**Placed standard cells**

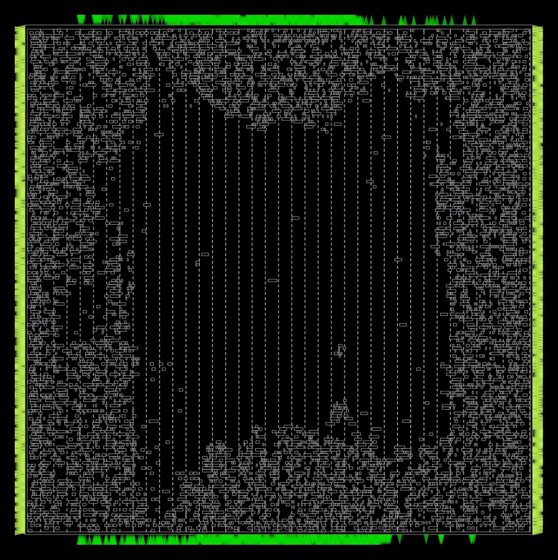
**M3 wires**

The bar under the picture is 200 µm long.
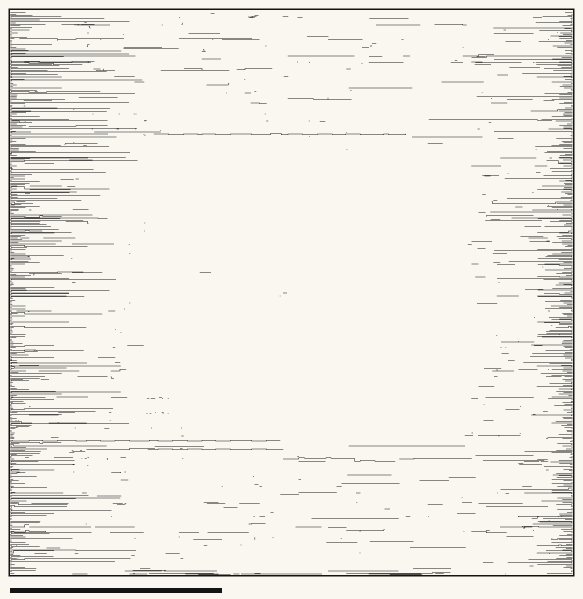
**M4 wires**

Supply wires on this layer in gray.
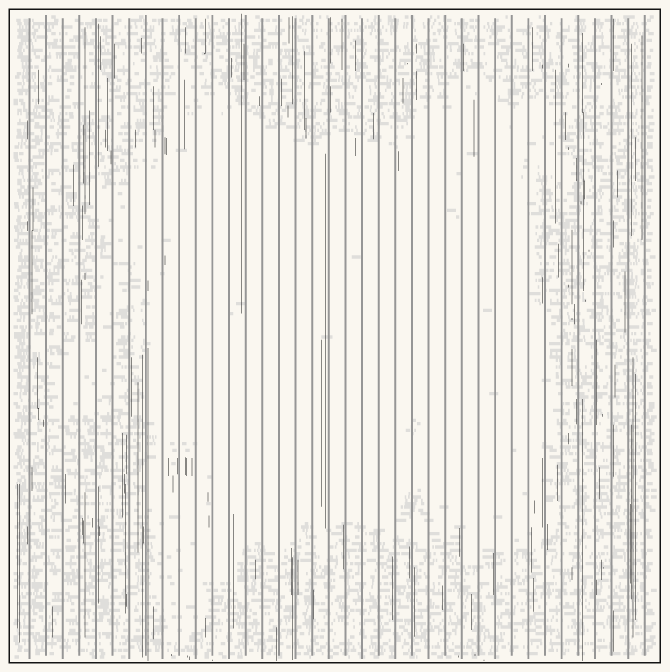
**Wiring by layer**

The bar under the picture is 200 µm long.
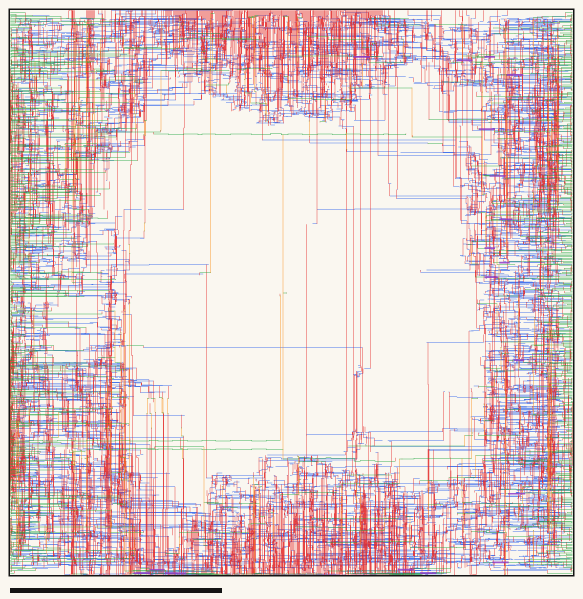
--- src/rtl/keccak_chi_sequencer.sv ---
// Sequencer in front of a masked 32-bit DOM chi S-box: takes one two-share plane and
// one mask word, holds the S-box inputs for its EVAL/HOLD window, and buffers the result.
module keccak_chi_sequencer #(
  parameter int LANE_W     = 32,
  parameter int PLANES     = 5,
  parameter int CLEAR_IDLE = 1
) (
  input  logic                clk_i,
  input  logic                rst_ni,
  input  logic                in_valid_i,
  output logic                in_ready_o,
  input  logic [5*LANE_W-1:0] in_s0_i,
  input  logic [5*LANE_W-1:0] in_s1_i,
  input  logic                rand_valid_i,
  output logic                rand_ready_o,
  input  logic [LANE_W-1:0]   rand_i,
  output logic [5*LANE_W-1:0] sbox_s0_o,
  output logic [5*LANE_W-1:0] sbox_s1_o,
  output logic [LANE_W-1:0]   sbox_rand_o,
  input  logic [5*LANE_W-1:0] sbox_s0_i,
  input  logic [5*LANE_W-1:0] sbox_s1_i,
  output logic                out_valid_o,
  input  logic                out_ready_i,
  output logic [5*LANE_W-1:0] out_s0_o,
  output logic [5*LANE_W-1:0] out_s1_o,
  output logic [2:0]          plane_idx_o,
  output logic                out_last_o
);
  localparam int PW = 5 * LANE_W;
  localparam logic [2:0] LAST_IDX = 3'(PLANES - 1);

  typedef enum logic [2:0] {
    S_IDLE = 3'd0,
    S_RAND = 3'd1,
    S_EVAL = 3'd2,
    S_HOLD = 3'd3,
    S_OUT  = 3'd4
  } state_e;

  state_e state_q, state_d;
  logic [PW-1:0]     s0_q, s0_d, s1_q, s1_d;
  logic [LANE_W-1:0] rand_q, rand_d;
  logic [PW-1:0]     out_s0_q, out_s0_d, out_s1_q, out_s1_d;
  logic [2:0]        idx_q, idx_d;
  logic              drive_en;

  // State register
  always_ff @(posedge clk_i or negedge rst_ni) begin
    if (!rst_ni) begin
      state_q <= S_IDLE;
    end else begin
      state_q <= state_d;
    end
  end

  // Next-state logic
  always_comb begin
    state_d = state_q;
    case (state_q)
      S_IDLE:  if (in_valid_i) state_d = S_RAND; else state_d = S_IDLE;
      S_RAND:  if (rand_valid_i) state_d = S_EVAL; else state_d = S_RAND;
      S_EVAL:  state_d = S_HOLD;
      S_HOLD:  state_d = S_OUT;
      S_OUT:   if (out_ready_i) state_d = S_IDLE; else state_d = S_OUT;
      default: state_d = S_IDLE;
    endcase
  end

  // FSM output decode
  always_comb begin
    in_ready_o   = 1'b0;
    rand_ready_o = 1'b0;
    out_valid_o  = 1'b0;
    drive_en     = 1'b0;
    case (state_q)
      S_IDLE:  in_ready_o   = 1'b1;
      S_RAND:  rand_ready_o = 1'b1;
      S_EVAL:  drive_en     = 1'b1;
      S_HOLD:  drive_en     = 1'b1;
      S_OUT:   out_valid_o  = 1'b1;
      default: in_ready_o   = 1'b0;
    endcase
  end

  // Datapath next values; shares are only moved, never combined
  always_comb begin
    s0_d     = s0_q;
    s1_d     = s1_q;
    rand_d   = rand_q;
    out_s0_d = out_s0_q;
    out_s1_d = out_s1_q;
    idx_d    = idx_q;
    case (state_q)
      S_IDLE: begin
        if (in_valid_i) begin
          s0_d = in_s0_i;
          s1_d = in_s1_i;
        end else begin
          s0_d = s0_q;
        end
      end
      S_RAND: begin
        if (rand_valid_i) rand_d = rand_i; else rand_d = rand_q;
      end
      S_HOLD: begin
        out_s0_d = sbox_s0_i;
        out_s1_d = sbox_s1_i;
        if (CLEAR_IDLE != 0) begin
          s0_d   = {PW{1'b0}};
          s1_d   = {PW{1'b0}};
          rand_d = {LANE_W{1'b0}};
        end else begin
          rand_d = rand_q;
        end
      end
      S_OUT: begin
        if (out_ready_i) begin
          idx_d = (idx_q == LAST_IDX) ? 3'd0 : idx_q + 3'd1;
          if (CLEAR_IDLE != 0) begin
            out_s0_d = {PW{1'b0}};
            out_s1_d = {PW{1'b0}};
          end else begin
            out_s0_d = out_s0_q;
          end
        end else begin
          idx_d = idx_q;
        end
      end
      default: idx_d = idx_q;
    endcase
  end

  // Datapath registers
  always_ff @(posedge clk_i or negedge rst_ni) begin
    if (!rst_ni) begin
      s0_q     <= {PW{1'b0}};
      s1_q     <= {PW{1'b0}};
      rand_q   <= {LANE_W{1'b0}};
      out_s0_q <= {PW{1'b0}};
      out_s1_q <= {PW{1'b0}};
      idx_q    <= 3'd0;
    end else begin
      s0_q     <= s0_d;
      s1_q     <= s1_d;
      rand_q   <= rand_d;
      out_s0_q <= out_s0_d;
      out_s1_q <= out_s1_d;
      idx_q    <= idx_d;
    end
  end

  // S-box sees the registered shares only during its two-cycle window
  assign sbox_s0_o   = (drive_en || CLEAR_IDLE == 0) ? s0_q   : {PW{1'b0}};
  assign sbox_s1_o   = (drive_en || CLEAR_IDLE == 0) ? s1_q   : {PW{1'b0}};
  assign sbox_rand_o = (drive_en || CLEAR_IDLE == 0) ? rand_q : {LANE_W{1'b0}};

  assign out_s0_o    = out_s0_q;
  assign out_s1_o    = out_s1_q;
  assign plane_idx_o = idx_q;
  assign out_last_o  = out_valid_o && (idx_q == LAST_IDX);
endmodule

--- config.mk ---
export PLATFORM = sky130hd
export DESIGN_NAME = keccak_chi_sequencer
export DESIGN_NICKNAME = d
export VERILOG_FILES = /design/src/rtl/keccak_chi_sequencer.sv
export SDC_FILE = /design/constraint.sdc
export NUM_CORES = 1
export LEC_CHECK = 0
export ABC_AREA = 1
export CELL_PAD_IN_SITES_DETAIL_PLACEMENT = 1
export CELL_PAD_IN_SITES_GLOBAL_PLACEMENT = 1
export CORE_AREA = 2 2 528 530
export CTS_CLUSTER_DIAMETER = 30
export DETAILED_ROUTE_END_ITERATION = 12
export DIE_AREA = 0 0 530 532
export PLACE_DENSITY = 0.4
export REMOVE_ABC_BUFFERS = 1
export SYNTH_ARGS = -nofsm -noshare
export SYNTH_HDL_FRONTEND = slang
export SYNTH_SLANG_ARGS = --single-unit
--- constraint.sdc ---
create_clock -name clk_i -period 3.16 [get_ports clk_i]
set_clock_uncertainty 0.15 [all_clocks]
set_input_delay 0.632 -clock clk_i [delete_from_list [all_inputs] [get_ports clk_i]]
set_output_delay 0.632 -clock clk_i [all_outputs]
set_load 0.01 [all_outputs]
==> reports/README.md <==
| Step | Quantity | Value |
|---|---|---|
| finish | Logic share of the area | 0.176 |
| critical path | Launching element type of the critical path | flip-flop |
| power and ir drop | Power Total | 60.3 mW |
| finish | Fraction of area in non-clock buffers | 0.270 |
| drt | First-pass detailed-route iteration total | 5 |
| sta | Hold Violations, Final | 0 |
| critical path | Path depth of the worst reg2reg path | 9 |
| cts | H-tree levels | 5 |
| job | Tool warnings | 32 |
| drt | Wirelength per Cell | 22.0 µm |
| drt | Post-route met1 wirelength | 76900 µm |
| sta | Unrepaired setup endpoints after global routing | true |
| drt | Starting DRC count in detailed routing | 1463 |
| critical path | Arrival time at the worst endpoint | 2.38 ns |
| drt | Vias post-DR | 31700 |
| sta | Worst slew pin tran | 0.925 ns |
| synth | Portion of the post-synthesis area used by sequential elements | 0.578 |
| critical path | Crit path capture type | primary output |
| synth | Compound Share, Synth | 0.000681 |
| power and ir drop | NetSw | 21.8 mW |
| hold path | Endpoint of the worst hold-timing path | out_s0_o[48] |
| critical path | Endpoint of the lowest-slack register-to-register path | s1_q[104] |
| power and ir drop | Pleak | 29.8 nW |
| finish | Logic area | 10000 µm² |
| sta | Sum of negative setup slack | -0.00695 ns |
| critical path | Max incr delay on CP | 0.40 ns |
| global routing | Global-route met1 utilization | 0.150 |
| hold path | Worst hold start | sbox_s0_i[48] |
| critical path | Delay-heaviest family, CP | buffers and inverters |
| synth | Mean post-synth cell area | 7.93 µm² |
| run status | Failing checks | setup timing |
| critical path | Worst setup endpoint | sbox_s1_o[69] |
| power and ir drop | Combinational Power Share | 0.350 |
| synth | Post-Synth Simple-Gate Area | 0.335 |
| critical path | Startpoint of the lowest-slack register-to-register path | state_q[1] |
| synth | Yosys Instances | 3703 |
| cts | Resized Gates After CTS | 178 |
| synth | FF+latch count, synth | 678 |
| critical path | Largest driver fanout on the critical path | 32 |
| global routing | Met2 usage | 0.222 |
| critical path | Slowest cell on the critical path | sky130_fd_sc_hd__dfrtp_1 |
| finish | Final cell utilization of the core | 0.207 |
| global routing | Global-route wire length before repair | 276000 µm |
| power and ir drop | Main power group | the clock network |
| finish | Proportion of layout cells with a drive suffix above 1 | 0.124 |
| cts | Clock slew at the register clock pins of the worst setup and hold paths | 0.04 ns |
| sta | Final setup violation count | 1 |
| finish | Commonest cells after routing, fill and taps aside | sky130_fd_sc_hd__nand2_1 (1360), sky130_fd_sc_hd__clkdlybuf4s50_1 (998), sky130_fd_sc_hd__dfrtp_1 (677) |
| finish | Net count reported at finish | 5876 |
| run status | Outcome | finished with violations |
| finish | Inserted Diodes | 28 |
| sta | Final critical delay including setup and external delays | 3.17 ns |
| finish | Area growth from synthesis to final layout | 93.9% |
| placement | Post-DP HPWL | 151000 µm |
| sta | Maximum frequency from static timing analysis | 316 MHz |
| global routing | Number of antenna violations at the first check in global routing | 67 |
| sta | Worst hold-check slack | 0.198 ns |
| critical path | Cell-by-cell trace of the critical path | nor2_4 -> buf_12 -> inv_16 -> buf_12 -> buf_16 -> nor2_1 -> dlygate4sd2_1 |
| power and ir drop | Internal Dissipation | 38.5 mW |
| cts | Clock root buffer | sky130_fd_sc_hd__clkbuf_16 |
| drt | Via count normalized by instance count | 3.47 |
| finish | Sequential cell area | 17000 µm² |
| sta | Worst Slack Setup Final | -0.00695 ns |
| drt | WL final | 201000 µm |
| die | Chip height | 532 µm |
| synth | Chip area from the yosys synthesis statistics | 29400 µm² |
| finish | Sequential cells | 678 |
| synth | Multiplexer share of the synthesized area | 0 |
| placement | Weighted congestion reported at the end of routability-driven placement | 0.808 |
| placement | Total cell area at the placement stage | 48000 µm² |
| critical path | Logic depth of the worst path, buffers included | 7 |
Back to the opening pictures, 'placed standard cells':
final instance count without filler cells: 9128
area of the placeable core: 276000 µm²
sequential share of cell area: 0.298

Back to the opening pictures, 'M3 wires':
923 nets have wire on it. The longest straight run is 123 µm. The layer holds 11% of the routed length. The layer carries 22.4 mm of wire. The wires run mostly horizontal.

Back to the opening pictures, 'M4 wires':
The layer holds 3.5% of the routed length. The longest straight run is 305 µm. The layer carries 6960 µm of wire. The wires run mostly vertical. 104 nets have wire on it.

Back to the opening pictures, 'wiring by layer':
Key: red = M2 [wire length 94.1 mm]; purple = M5 [wire length 225 µm]; green = M3 [wire length 22.4 mm]; orange = M4 [wire length 6960 µm]; blue = M1 [wire length 76.9 mm]

[Yosys cell counts]
cell type	n	area (µm²)
sky130_fd_sc_hd__nand3_1	675	3380
sky130_fd_sc_hd__nor2_1	354	1330
sky130_fd_sc_hd__inv_1	363	1360
sky130_fd_sc_hd__dfrtp_1	678	17000
sky130_fd_sc_hd__ha_1	2	25.0
sky130_fd_sc_hd__buf_1	29	109
sky130_fd_sc_hd__nor2_2	2	12.5
sky130_fd_sc_hd__nand2_2	1	6.26
sky130_fd_sc_hd__o21ai_0	4	20.0
sky130_fd_sc_hd__nand2_1	1360	5100
sky130_fd_sc_hd__clkbuf_1	90	338
sky130_fd_sc_hd__buf_2	140	701
sky130_fd_sc_hd__inv_2	4	15.0
sky130_fd_sc_hd__nand3_2	1	10.0
Power and IR drop assume default switching activity.
